===== config.mk =====
export PLATFORM = sky130hd
export DESIGN_NAME = freq_period_meter
export DESIGN_NICKNAME = d
export VERILOG_FILES = /design/src/rtl/freq_period_meter.sv
export SDC_FILE = /design/constraint.sdc
export NUM_CORES = 1
export LEC_CHECK = 0
export CAP_MARGIN = 10
export CORE_ASPECT_RATIO = 0.9
export CORE_UTILIZATION = 55
export DETAILED_ROUTE_END_ITERATION = 6
export PLACE_DENSITY = 0.76
export SLEW_MARGIN = 25
export SYNTH_ARGS = -nofsm -noshare
export SYNTH_HDL_FRONTEND = slang
export SYNTH_SLANG_ARGS = --single-unit

===== constraint.sdc =====
create_clock -name clkin -period 3.2 [get_ports clkin]
set_clock_uncertainty 0.05 [all_clocks]
set_input_delay 0.32 -clock clkin [delete_from_list [all_inputs] [get_ports clkin]]
set_output_delay 0.32 -clock clkin [all_outputs]
set_load 0.02 [all_outputs]

===== src/rtl/freq_period_meter.sv =====
// rtl/freq_period_meter.sv - measures period of an async input in clkin cycles and flags lock
// Optional macro DUTY_MEAS_EN adds the synchronized high-time measurement on high_time.
module freq_period_meter #(
   parameter int CNT_W    = 16,
   parameter int LOCK_CNT = 4,
   parameter int TOL      = 1
) (
   input  logic             clkin,
   input  logic             rst,
   input  logic             en,
   input  logic             sigin,
   output logic [CNT_W-1:0] period,
   output logic             period_vld,
   output logic             locked,
`ifdef DUTY_MEAS_EN
   output logic [CNT_W-1:0] high_time,
`endif
   output logic             overflow
);

   typedef enum logic [1:0] {IDLE, ARM, MEAS} state_t;

   localparam logic [CNT_W-1:0] CNT_MAX  = '1;
   localparam logic [3:0]       LOCK_MAX = 4'(LOCK_CNT);
   localparam logic [CNT_W:0]   TOL_V    = (CNT_W+1)'(TOL);

   state_t           state, state_nxt;
   logic             s1, s2, s3, edge_p;
   logic [CNT_W-1:0] cnt, prev;
   logic             have_prev;
   logic [3:0]       streak, streak_inc;
   logic [CNT_W:0]   diff;
   logic             match, sat;

   assign edge_p     = s2 & ~s3;
   // an edge arriving on the saturation cycle still completes a normal measurement
   assign sat        = (cnt == CNT_MAX) & ~edge_p;
   assign diff       = (cnt >= prev) ? ({1'b0, cnt} - {1'b0, prev}) : ({1'b0, prev} - {1'b0, cnt});
   assign match      = (diff <= TOL_V);
   assign streak_inc = (streak == LOCK_MAX) ? streak : streak + 4'd1;

   always_ff @(posedge clkin) begin
      if (rst) state <= IDLE;
      else     state <= state_nxt;
   end

   always_comb begin
      state_nxt = state;
      if (!en) begin
         state_nxt = IDLE;
      end else begin
         case (state)
            IDLE:    state_nxt = ARM;
            ARM:     if (edge_p) state_nxt = MEAS;
            MEAS:    if (sat) state_nxt = ARM;
            default: state_nxt = IDLE;
         endcase
      end
   end

   always_ff @(posedge clkin) begin
      if (rst) begin
         s1         <= 1'b0;
         s2         <= 1'b0;
         s3         <= 1'b0;
         cnt        <= '0;
         prev       <= '0;
         have_prev  <= 1'b0;
         streak     <= '0;
         period     <= '0;
         period_vld <= 1'b0;
         locked     <= 1'b0;
         overflow   <= 1'b0;
      end else begin
         s1         <= sigin;
         s2         <= s1;
         s3         <= s2;
         period_vld <= 1'b0;
         if (!en) begin
            cnt    <= '0;
            streak <= '0;
            locked <= 1'b0;
         end else begin
            case (state)
               ARM: begin
                  if (edge_p) begin
                     cnt       <= CNT_W'(1);
                     overflow  <= 1'b0;
                     streak    <= '0;
                     have_prev <= 1'b0;
                  end else begin
                     cnt <= '0;
                  end
               end
               MEAS: begin
                  if (edge_p) begin
                     period     <= cnt;
                     period_vld <= 1'b1;
                     cnt        <= CNT_W'(1);
                     prev       <= cnt;
                     have_prev  <= 1'b1;
                     // first period after arming only seeds the comparison
                     if (have_prev) begin
                        if (match) begin
                           streak <= streak_inc;
                           if (streak_inc == LOCK_MAX) locked <= 1'b1;
                        end else begin
                           streak <= '0;
                           locked <= 1'b0;
                        end
                     end
                  end else if (sat) begin
                     overflow <= 1'b1;
                     locked   <= 1'b0;
                     streak   <= '0;
                     cnt      <= '0;
                  end else begin
                     cnt <= cnt + 1'b1;
                  end
               end
               default: cnt <= '0;
            endcase
         end
      end
   end

`ifdef DUTY_MEAS_EN
   logic [CNT_W-1:0] hcnt;

   always_ff @(posedge clkin) begin
      if (rst) begin
         hcnt      <= '0;
         high_time <= '0;
      end else begin
         if (edge_p)                       hcnt <= CNT_W'(1);
         else if (s2 && (hcnt != CNT_MAX)) hcnt <= hcnt + 1'b1;
         if (s3 && !s2) high_time <= hcnt;
      end
   end
`endif

endmodule


==> report_table.html <==
<!-- implementation run metrics -->
<table>
<tr><th>Metric</th><th>Value</th></tr>
<tr><th colspan="2">Floorplanning</th></tr>
<tr><td>Chip Width</td><td>89.3 microns</td></tr>
<tr><td>CORE AREA</td><td>6590 sq um</td></tr>
<tr><td>Die footprint</td><td>7190 sq um</td></tr>
<tr><td>Top Ports</td><td>23</td></tr>
<tr><td>Y dimension of the die</td><td>80.6 microns</td></tr>
<tr><td>Starting density of the core</td><td>0.573</td></tr>
<tr><th colspan="2">GRT</th></tr>
<tr><td>Total congestion overflow</td><td>0</td></tr>
<tr><td>Layer carrying the most global-route usage</td><td>met2</td></tr>
<tr><td>Pin count of the biggest net entering global routing</td><td>23</td></tr>
<tr><td>Overall global routing resource usage</td><td>0.337</td></tr>
<tr><td>Met1 Track Usage GR</td><td>0.482</td></tr>
<tr><td>Via count of the first global-routing pass</td><td>3758</td></tr>
<tr><td>Number of antenna violations at the first check in global routing</td><td>0</td></tr>
<tr><td>Wire length of the first global-routing pass</td><td>18.3 mm</td></tr>
<tr><td>GR Util met3</td><td>0.0401</td></tr>
<tr><td>Met2 track demand over resource</td><td>0.527</td></tr>
<tr><th colspan="2">Route</th></tr>
<tr><td>Average wire per standard cell</td><td>16.6 microns</td></tr>
<tr><td>Uppermost layer routed</td><td>met4</td></tr>
<tr><td>Number of search-and-repair iterations in the first detailed-routing pass</td><td>5</td></tr>
<tr><td>WL met3</td><td>835 microns</td></tr>
<tr><td>DR WL met2</td><td>5.26 mm</td></tr>
<tr><td>Final routed DRC violation total</td><td>0</td></tr>
<tr><td>Violation count after the first detailed-route iteration</td><td>257</td></tr>
<tr><td>Vias</td><td>4093</td></tr>
<tr><td>Routed met1 length</td><td>5.31 mm</td></tr>
<tr><td>Routed via count divided by cell count</td><td>5.86</td></tr>
<tr><td>Residual antenna-violating net count after detailed routing</td><td>0</td></tr>
<tr><td>DRT Wirelength</td><td>11.6 mm</td></tr>
<tr><th colspan="2">STA</th></tr>
<tr><td>Total negative slack for setup checks</td><td>-1300 ps</td></tr>
<tr><td>Worst Max-Slew Pin Slew</td><td>779 ps</td></tr>
<tr><td>Worst Slack Setup Final</td><td>-330 ps</td></tr>
<tr><td>Final setup vio count</td><td>5</td></tr>
<tr><td>Period utilisation layout</td><td>1.10</td></tr>
<tr><td>Final Slew Violations</td><td>0</td></tr>
<tr><td>Unrepaired setup endpoints after global routing</td><td>true</td></tr>
<tr><td>Post-route minimum period</td><td>3530 ps</td></tr>
<tr><td>Number of hold violations in the final report</td><td>0</td></tr>
<tr><td>Achievable Freq</td><td>0.283 GHz</td></tr>
<tr><td>Worst slew margin relative to its limit</td><td>0.481</td></tr>
<tr><td>Post-Route Hold Slack</td><td>406 ps</td></tr>
<tr><th colspan="2">Layout</th></tr>
<tr><td>FF+latch area</td><td>918 sq um</td></tr>
<tr><td>Buffer count excluding the clock tree in the final layout</td><td>131</td></tr>
<tr><td>Number of sequential storage elements</td><td>45</td></tr>
<tr><td>Number of logic gates</td><td>373</td></tr>
<tr><td>Layout Nets</td><td>651</td></tr>
<tr><td>Dominant kind of cell</td><td>combinational gates</td></tr>
<tr><td>Layout cell share with drive strength beyond 1</td><td>0.252</td></tr>
<tr><td>Clock-cell share of area</td><td>0.0176</td></tr>
<tr><td>End-of-flow core utilization</td><td>0.757</td></tr>
<tr><td>Fillcell total</td><td>521</td></tr>
<tr><td>Final-layout non-clock buffer area share</td><td>0.208</td></tr>
<tr><td>Commonest Layout Cell</td><td>sky130_fd_sc_hd__buf_4</td></tr>
<tr><td>Dominant logic cell types in the final layout</td><td>109 x sky130_fd_sc_hd__buf_4, 54 x sky130_fd_sc_hd__nand2_1, 49 x sky130_fd_sc_hd__inv_1, 44 x sky130_fd_sc_hd__a21oi_1, 36 x sky130_fd_sc_hd__ha_1</td></tr>
<tr><td>Logic gate fraction of the total cell area</td><td>0.529</td></tr>
<tr><td>Clock buffer count in the final layout</td><td>6</td></tr>
<tr><td>Area delta synth-&gt;final</td><td>32.2%</td></tr>
<tr><td>Number of antenna diodes</td><td>0</td></tr>
<tr><td>Logic area</td><td>2640 sq um</td></tr>
<tr><td>Final Instance Area</td><td>4980 sq um</td></tr>
<tr><td>Nonclk inv count</td><td>51</td></tr>
<tr><th colspan="2">Yosys</th></tr>
<tr><td>Syn_nets</td><td>537</td></tr>
<tr><td>Post-synthesis share of cell area spent on xor and xnor gates</td><td>0.0557</td></tr>
<tr><td>Yosys cell types</td><td>67</td></tr>
<tr><td>Cell count in the Yosys report</td><td>493</td></tr>
<tr><td>Register share after synthesis</td><td>0.239</td></tr>
<tr><td>Adder-cell share of the synthesized area</td><td>0.137</td></tr>
<tr><td>Syn Inst Count</td><td>493</td></tr>
<tr><td>Yosys simple share</td><td>0.218</td></tr>
<tr><td>Top flip-flop cell by instance count after synthesis</td><td>sky130_fd_sc_hd__dfxtp_1</td></tr>
<tr><td>Complex-gate fraction of the synthesized area</td><td>0.248</td></tr>
<tr><td>Count of flip-flops with a built-in enable after synthesis</td><td>0</td></tr>
<tr><td>Post-synthesis cell area</td><td>3770 sq um</td></tr>
<tr><td>Fraction of synthesized cell area taken by the top area cell type</td><td>0.239</td></tr>
<tr><td>Synthesized registers</td><td>45</td></tr>
<tr><td>Top cells, area</td><td>sky130_fd_sc_hd__dfxtp_1 24%, sky130_fd_sc_hd__ha_1 13%, sky130_fd_sc_hd__a21oi_1 6.1%</td></tr>
<tr><td>Largest family of logic cells by area</td><td>AND-OR/OR-AND gates</td></tr>
<tr><td>Library cell occupying the most area in the post-synthesis netlist</td><td>sky130_fd_sc_hd__dfxtp_1</td></tr>
<tr><td>Share of async-settable or async-resettable flops after synthesis</td><td>0</td></tr>
<tr><td>Yosys warns</td><td>0</td></tr>
<tr><td>Synthesized chip area reported by yosys</td><td>3770 sq um</td></tr>
<tr><td>Most frequently used cell type in the post-synthesis netlist</td><td>sky130_fd_sc_hd__nand2_1</td></tr>
<tr><td>Synth cell count leaders</td><td>54 x sky130_fd_sc_hd__nand2_1, 51 x sky130_fd_sc_hd__inv_1, 46 x sky130_fd_sc_hd__a21oi_1</td></tr>
<tr><td>Average size of a mapped cell</td><td>7.65 sq um</td></tr>
<tr><td>Mux frac, synth</td><td>0.0206</td></tr>
<tr><th colspan="2">Place</th></tr>
<tr><td>Instance area at placement</td><td>4800 sq um</td></tr>
<tr><td>Final RePlAce weighted congestion</td><td>0.926</td></tr>
<tr><td>Detailed placement HPWL</td><td>9.30 mm</td></tr>
<tr><td>Number of port buffers</td><td>22</td></tr>
<tr><td>Minimum setup slack after placement</td><td>-286 ps</td></tr>
<tr><td>Total placed cells including tap cells</td><td>685</td></tr>
<tr><th colspan="2">Clock tree</th></tr>
<tr><td>Total CTS buffers</td><td>5</td></tr>
<tr><td>Longest Clk Path Bufs</td><td>2</td></tr>
<tr><td>H-tree levels</td><td>2</td></tr>
<tr><td>CTS hold repair buffers</td><td>0</td></tr>
<tr><td>CTS tree</td><td>yes</td></tr>
<tr><td>Clock slew at reported path FFs</td><td>90 ps</td></tr>
<tr><td>Clock root buffer master</td><td>sky130_fd_sc_hd__clkbuf_8</td></tr>
<tr><td>Clock sink total</td><td>45</td></tr>
<tr><th colspan="2">Power</th></tr>
<tr><td>Top power group</td><td>registers</td></tr>
<tr><td>Part of the total power dissipated in sequential elements</td><td>0.584</td></tr>
<tr><td>Total power of the final layout</td><td>961 uW</td></tr>
<tr><td>Pwr Density</td><td>193 nW/um^2</td></tr>
<tr><td>Sequential-cell power consumption</td><td>561 uW</td></tr>
<tr><td>Clk network pwr share</td><td>0.377</td></tr>
<tr><td>IR drop worst, VDD</td><td>0.219 mV</td></tr>
<tr><td>Combinational share of power</td><td>0.039</td></tr>
<tr><td>Cell internal power dissipation</td><td>730 uW</td></tr>
<tr><td>Net Switching</td><td>231 uW</td></tr>
<tr><td>Leakage</td><td>2.12 nW</td></tr>
<tr><td>Power attributed to combinational cells</td><td>37.1 uW</td></tr>
<tr><td>Sw Ratio</td><td>0.240</td></tr>
<tr><th colspan="2">Critical path</th></tr>
<tr><td>Startpoint Class</td><td>flip-flop</td></tr>
<tr><td>Logic depth of the worst setup path including buffers</td><td>15</td></tr>
<tr><td>Worst-case reg-to-reg path depth</td><td>15</td></tr>
<tr><td>Most common cell type on the critical path</td><td>sky130_fd_sc_hd__inv_2</td></tr>
<tr><td>Element type at the critical path end</td><td>flip-flop</td></tr>
<tr><td>Crit path required time</td><td>3400 ps</td></tr>
<tr><td>Buffering stage count on the worst path with inverters included</td><td>3</td></tr>
<tr><td>Max Fanout on Critical Path</td><td>3</td></tr>
<tr><td>Critical path startpoint</td><td>prev[0]</td></tr>
<tr><td>Worst flop-to-flop path endpoint</td><td>streak[0]</td></tr>
<tr><td>Worst Path Arrival</td><td>3730 ps</td></tr>
<tr><td>Type of the worst setup path</td><td>reg -&gt; reg</td></tr>
<tr><td>Capturing instance or port of the critical path</td><td>streak[0]</td></tr>
<tr><td>Peak per-stage delay on the critical path</td><td>520 ps</td></tr>
<tr><td>Worst path slowest cell</td><td>sky130_fd_sc_hd__or4_1</td></tr>
<tr><td>Largest delay contributor family on the critical path</td><td>AND-OR/OR-AND gates</td></tr>
<tr><td>FF-to-FF setup slack</td><td>-330 ps</td></tr>
<tr><td>Cells along the critical path</td><td>inv_2 &gt; ha_4 &gt; inv_2 &gt; fa_2 &gt; a21o_1 &gt; a221o_1 &gt; a21oi_2 &gt; xnor2_1 &gt; or4_1 &gt; o211ai_1 &gt; nand3_1 &gt; nor4_2 &gt; buf_4 &gt; and2_4 &gt; a22o_1</td></tr>
<tr><td>Worst R2R Start</td><td>prev[0]</td></tr>
<tr><th colspan="2">Flow run</th></tr>
<tr><td>Maximum Capacitance Violations</td><td>0</td></tr>
<tr><td>Tally of OpenROAD warnings</td><td>47</td></tr>
<tr><th colspan="2">Run status</th></tr>
<tr><td>Result of the run</td><td>finished with violations</td></tr>
<tr><td>Violated checks</td><td>setup timing</td></tr>
<tr><th colspan="2">Min path</th></tr>
<tr><td>Path type of the worst min-delay path</td><td>reg -&gt; reg</td></tr>
</table>
how the worst min path moves through the flow:
stage                     start  endpoint  slack [ps]  cells after the start
after floorplan             rst        s3         340                      1
after global placement       s1        s2         380                      1
after CTS                    s1        s2         410                      1
after detailed placement     s1        s2         390                      1
final                        s1        s2         410                      1
after global routing         s1        s2         430                      1
repair_timing:
item | 4_1_cts | 5_1_grt
setup endpoints to repair | 5 | 5
pin swaps | 15 | 3
cloned | 0 | 0
setup buffers | 6 | 0
resized | 6 | 4
registers in the layout, summed over array words and instances (netlist names):
register    cells
period_vld      1
have_prev       1
s1              1
s2              1
state           2
overflow        1
cnt            16
prev           16
locked          1
streak          4
s3              1
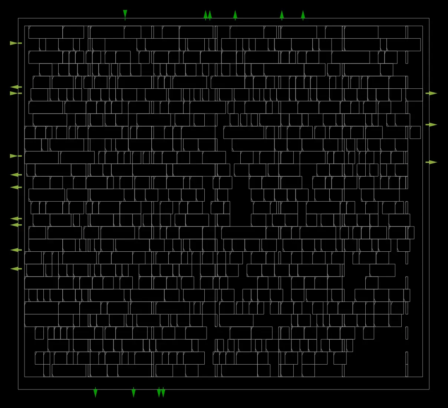
(cell placement)
fraction of standard cell area that is sequential: 0.184
tally of non-filler cells in the final layout: 698
standard-cell row count: 28
tapcell count: 90

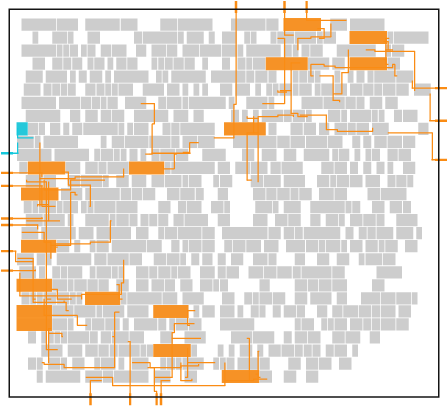
(port wiring)
Key: period = orange [direction output, end cells 16, wire 794 microns]; sigin = cyan [direction input, end cells 1, wire 8.60 microns]

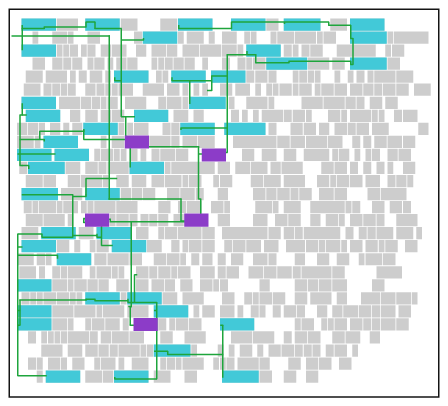
(clock distribution)
Key: clock wires = green [length 610 microns]; flip-flops = cyan [count 45]; clock-net drivers = purple [count 5]
There are 6 routed clock nets.
Clk power: 363 uW
clk ins delay skew pair: 300 ps

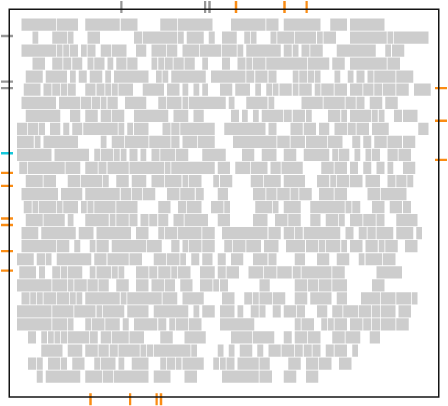
(pin placement)
Pins as bars across the die edge, other pins in grey.
Key: period = orange [pins 16, direction output, edge 6 left, 4 bottom, 3 right, 3 top]; sigin = cyan [pins 1, direction input, edge left]
All pins by edge: 10 left, 6 top, 4 bottom, 3 right.

Power figures rest on the tool's default switching activity, not on a simulated workload.
